### Track usage over the die, run 1

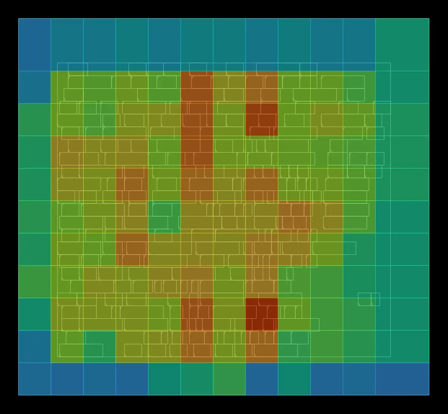
### Wire density map, run 1

Bar = 20 um. 17 x 16 tiles, from dark purple (low) to yellow (high), scaled to the fullest tile. Values are wire area over tile area, all layers added.
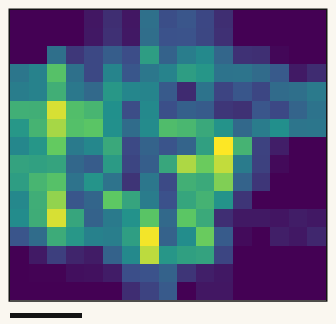
### I/O nets highlighted, run 1

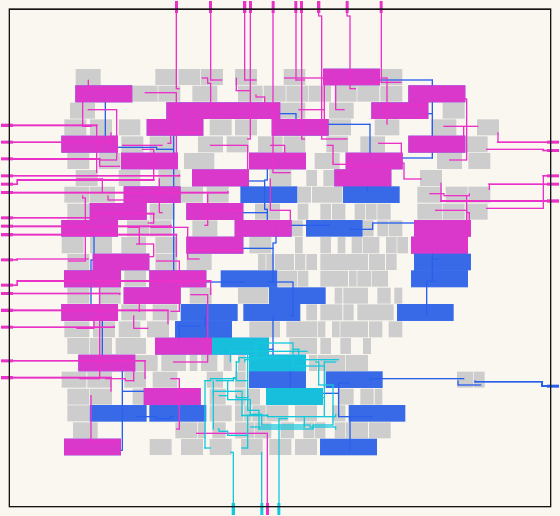
==> config.mk <==
export PLATFORM = sky130hd
export DESIGN_NAME = sync_to_4phase_bridge
export DESIGN_NICKNAME = d
export VERILOG_FILES = /design/src/rtl/sync_to_4phase_bridge.sv
export SDC_FILE = /design/constraint.sdc
export NUM_CORES = 1
export LEC_CHECK = 0
export CAP_MARGIN = 40
export CORE_ASPECT_RATIO = 0.9
export CORE_MARGIN = 8
export CORE_UTILIZATION = 48
export CTS_CLUSTER_DIAMETER = 50
export DETAILED_ROUTE_END_ITERATION = 10
export HOLD_SLACK_MARGIN = 0.05
export PLACE_DENSITY = 0.84
export SLEW_MARGIN = 20
export SYNTH_ARGS = -nofsm -noshare
export SYNTH_HDL_FRONTEND = slang
export SYNTH_SLANG_ARGS = --single-unit
==> constraint.sdc <==
create_clock -name clk_i -period 4.4 [get_ports clk_i]
set_input_delay 0.66 -clock clk_i [delete_from_list [all_inputs] [get_ports clk_i]]
set_output_delay 0.66 -clock clk_i [all_outputs]
set_load 0.01 [all_outputs]
==> CHANGELOG.md, run 1 <==
### Metrics

- H-tree Lvls: 2
- Yosys top cell area share: 0.5923
- R2r setup slk: 2650 ps
- Core area: 4432 um2
- Setup slack after layout: a little over 2000 ps
- MaxCap Viol Count: 0
- Post-route ant nets: 0
- Asr flop ratio synth: 1.000
- Buffers plus inverters on the worst setup path: 1
- Starting Density: 0.4958
- Die area: 7001 um2
- Largest fanout on the critical path: 12
- Maximum clock rate: 0.4300 GHz
- # resized after CTS: 0
- Power Density: just under 600 nW/um2
- Hold path depth: 0
- Leakage: approximately 1.3 nW
- RSZ-0062 raised after global routing: no
- Number of flops mapped to enable cells by yosys: 0
- Slowest library cell on the worst path: clkdlybuf4s50_1
- Outcome: finished clean
- Syn-to-layout area delta: 40.20%
- Syn Nets: 206
- Num CTS Buffers: 5
- R2R depth: 4
- Via density: 5.097
- Worst setup path class: reg -> out
- Crit path time final: ~2300 ps
- Final setup vio count: 0
- First-pass GRT wire length: 7.617 mm
- # fillers: 356
- Postcts setup bufs: 0
- Top cells by area: dfrtp_1 (59%), mux2_2 (16%), o21ai_0 (2.7%)
- Ys cells: 167
- RD Place Congestion: 0.7903
- Worst Setup End Kind: output pin
- Antenna Cells: 0
- Layout cells sized above 1: 0.1951
- Row count: 23
- Yosys chip area: 2197 um2
- CTS Buffer Depth: 2
About 'Track usage over the die':
GRT Overall Usage: 0.1390
post-layout util: 0.6951
wire per inst: 15.14 um
met1 global-route usage: 0.1552
routing usage on met3: 0.1009

About 'Wire density map':
emptiest ninth of the die: lower right
nearly empty tiles: 22%
tiles over half the peak: 24%
vias: 1570
WL final: 4.662 mm

About 'I/O nets highlighted':
| colour | port | direction | edge | end cells | buffers | wire |
|---|---|---|---|---|---|---|
| cyan | dbg_state_o | output | bottom | 3 | 3 | 248 um |
| magenta | data_o | output | 16 left, 10 top, 5 right, 1 bottom | 32 | 32 | 1070 um |
| blue | rst_ni | input | right | 52 | 2 | 367 um |
io pins: 76
I/O Buffers: 75

run 1: worst reg2reg max path: stages (launching register included):
cell      delay, ps
dfrtp_1         510
nand3b_1        250
nor2_2          100
buf_4           370
mux2_2          400
run 1: placed cells by master, fill, tap and decap left out, types with 3 or more instances in the layout:
cell type,n
inv_1,4
dfrtp_1,52
o21ai_0,12
mux2i_1,3
nand3_1,6
or3_1,5
nand2_1,6
nor2_1,7
clkbuf_8,6
mux2_2,31
clkdlybuf4s50_1,74
a21oi_1,7
run 1: where the power goes:
| group | internal, mW | switching (mW) | total [mW] |
|---|---|---|---|
| Combinational | 0.503 | 0.290 | 0.793 |
| Sequential | 0.650 | 0.113 | 0.763 |
| Clock | 0.126 | 0.146 | 0.272 |
| Total | 1.28 | 0.549 | 1.83 |
run 1: metal layers:
layer / share of wire / wire [um] / vias up / GRT usage
met4: 0.0073 / 34 / 0 / 0.03602
met3: 0.15 / 679 / 5 / 0.1009
met1: 0.40 / 1864 / 759 / 0.1552
met5: 0 / 0 / - / 0
li1: - / - / 753 / -
met2: 0.45 / 2084 / 53 / 0.2073
run 1: cell type report:
class                      instances  area, um2  area share
tap                               62      77.57     0.02518
clock inverter                     2      10.01    0.003249
sequential                        52       1301      0.4224
clock buffer                       6      82.58     0.02681
multi-input combinational        105      833.3      0.2705
timing repair buffer              77      760.7      0.2470
inverter                           4      15.01    0.004874
run 1: per-stage QoR:
stage | total power, mW | instance area (um2) | std cells | util
floorplan | 1.129 | 2197 | 167 | -
global placement | 1.557 | 2988 | 300 | 0.6742
detailed placement | 1.577 | 2988 | 300 | 0.6742
CTS | 1.858 | 3080 | 308 | 0.6951
global route | 1.939 | 3080 | 308 | 0.6951
finish | 1.828 | 3080 | 308 | 0.6951
run 1: cells by family after synthesis:
family / share of synthesized area
XOR/XNOR: 0.007974
AND/OR/NAND/NOR: 0.1173
adder cells (fa/ha/maj): 0.01139
AND-OR/OR-AND: 0.06321
other: 0.001707
buffers and inverters: 0.02847
flip-flops: 0.5923
multiplexers: 0.1777
### Cells coloured by class, run 1

Bar = 20 um.
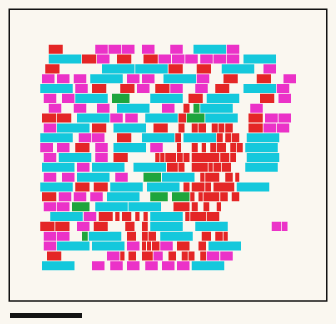

==> run 2: changes to the inputs <==
--- a/config.mk
+++ b/config.mk
@@ -8,11 +8,11 @@
 export CAP_MARGIN = 40
 export CORE_ASPECT_RATIO = 0.9
 export CORE_MARGIN = 8
-export CORE_UTILIZATION = 48
+export CORE_UTILIZATION = 45
 export CTS_CLUSTER_DIAMETER = 50
 export DETAILED_ROUTE_END_ITERATION = 10
 export HOLD_SLACK_MARGIN = 0.05
-export PLACE_DENSITY = 0.84
+export PLACE_DENSITY = 0.8
 export SLEW_MARGIN = 20
 export SYNTH_ARGS = -nofsm -noshare
 export SYNTH_HDL_FRONTEND = slang
==> constraint.sdc (replaced) <==
create_clock -name clk_i -period 2.2 [get_ports clk_i]
set_input_delay 0.33 -clock clk_i [delete_from_list [all_inputs] [get_ports clk_i]]
set_output_delay 0.33 -clock clk_i [all_outputs]
set_load 0.01 [all_outputs]
### Cells coloured by class, run 2

Bar = 20 um.
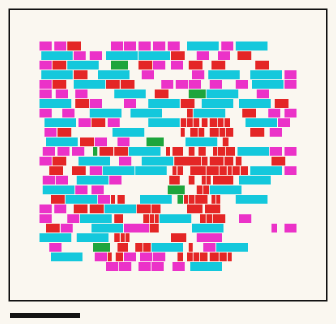
| colour | class | cells | share of their area |
|---|---|---|---|
| magenta | remaining buffers and delay cells | 78 | 26% |
| green | clock drivers and dummy loads | 7 | 2.6% |
| cyan | sequential cells | 52 | 43% |
| red | combinational and other logic | 109 | 28% |
row count: 24
post-layout util: 0.6502
post-layout instance area: 3104 um2

### Track usage over the die, run 2

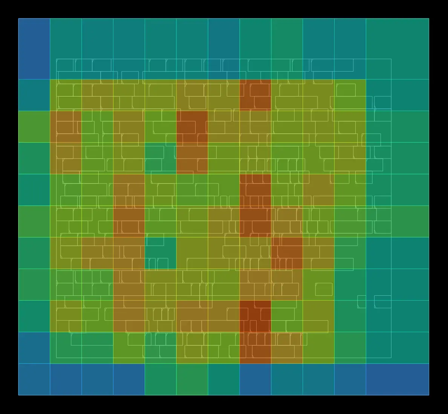
wire per inst: 15.49 um
GRT met2 Usage: 0.2173
routing usage on met3: 0.09397
GRT Overall Usage: 0.1450
met1 global-route usage: 0.1624

==> run 2 against run 1 <==
Against the previous run:
- synthesized cell count unchanged
- die size grew 5.4%
- highest routed layer unchanged
- non-clock buffer count increased by 1
==> CHANGELOG.md, run 2 <==
### Metrics

- Via density: 5.019
- Core area: 4775 um2
- Final setup vio count: 0
- # resized after CTS: 0
- Largest fanout on the critical path: 12
- Worst setup path class: reg -> out
- I/O Buffers: 75
- Starting Density: 0.4602
- Power Density: 1174 nW/um2
- Layout cells sized above 1: 0.1870
- RD Place Congestion: 0.7741
- RSZ-0062 raised after global routing: no
- Top cells by area: dfrtp_1 (59%), mux2_2 (16%), o21ai_0 (2.7%)
- MaxCap Viol Count: 0
- Asr flop ratio synth: 1.000
- Most frequent cells in the layout: clkdlybuf4s50_1 (74), dfrtp_1 (52), mux2_2 (31)
- Leakage: 1.259 nW
- Num CTS Buffers: 5
- Hold path depth: 0
- Syn Nets: roughly 200
- Outcome: finished clean
- CTS Buffer Depth: 2
- Yosys top cell area share: 0.5923
- H-tree Lvls: 2
- Die area: 7378 um2
- Number of flops mapped to enable cells by yosys: 0
- Antenna Cells: 0
### I/O nets highlighted, run 2

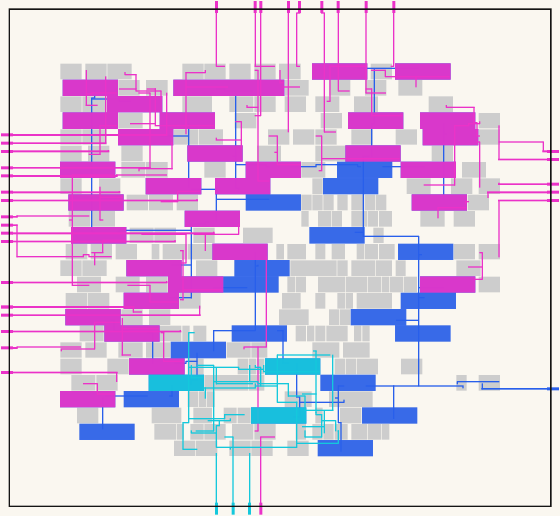
| colour | port | direction | edge | end cells | buffers | wire |
|---|---|---|---|---|---|---|
| magenta | data_o | output | 17 left, 9 top, 5 right, 1 bottom | 32 | 32 | 1060 um |
| blue | rst_ni | input | right | 52 | 3 | 389 um |
| cyan | dbg_state_o | output | bottom | 3 | 3 | 267 um |

[run 2: cell counts after synthesis]
No cell type changed its count.
[run 2: metrics by stage]
| stage | instances | area (um2) | setup WS, ps | power (mW) |
|---|---|---|---|---|
| finish | 311 | 3104 | 210.2 | 3.645 |
| detailed placement | 303 | 3017 | 371.6 | 3.183 |
| CTS | 311 | 3104 | 191.9 | 3.706 |
| global placement | 303 | 3017 | 424.0 | 3.136 |
| global route | 311 | 3104 | 98.35 | 3.891 |
| floorplan | 167 | 2197 | 607.9 | 2.258 |
[run 2: cells by family (layout without fill, tap and decap cells)]
family / count (synthesis) / in the layout / share of synthesized area
other: 1 / 1 / 0.001707
flip-flops: 52 / 52 / 0.5923
AND-OR/OR-AND: 25 / 25 / 0.06321
buffers and inverters: 10 / 89 / 0.02847
multiplexers: 35 / 35 / 0.1777
AND/OR/NAND/NOR: 40 / 40 / 0.1173
adder cells (fa/ha/maj): 2 / 2 / 0.01139
XOR/XNOR: 2 / 2 / 0.007974
[run 2: area by class of cell]
type,instances,area [um2]
sequential,52,1301
fill,371,1670
multi-input combinational,105,833.3
clock inverter,1,5.005
timing repair buffer,78,795.8
tap,65,81.33
inverter,4,15.01
clock buffer,6,72.57
[run 2: critical path, delay by kind of cell (launching register included)]
kind | cells | cell delay, ps
buffers and inverters | 1 | 540
flip-flops | 1 | 510
AND/OR/NAND/NOR | 2 | 310
[run 2: power by group]
| part | switching, mW | internal, mW |
|---|---|---|
| combinational | 0.583 | 1.02 |
| sequential | 0.229 | 1.30 |
| clock | 0.292 | 0.217 |
[run 2: repair_timing]
item | in CTS | in global routing
endpoints found under the hold margin | 24 | 0
hold buffers | 1 | 0
buffers inserted | 0 | 0
[run 2: per-layer routing]
layer | track usage | vias up | routed length, um
li1 | - | 748 | -
met1 | 0.1624 | 747 | 1896
met2 | 0.2173 | 59 | 2130
met3 | 0.09397 | 7 | 722
met4 | 0.05473 | 0 | 68
met5 | 0 | - | 0
No activity file was given, so power comes from the tool's default toggle rates.
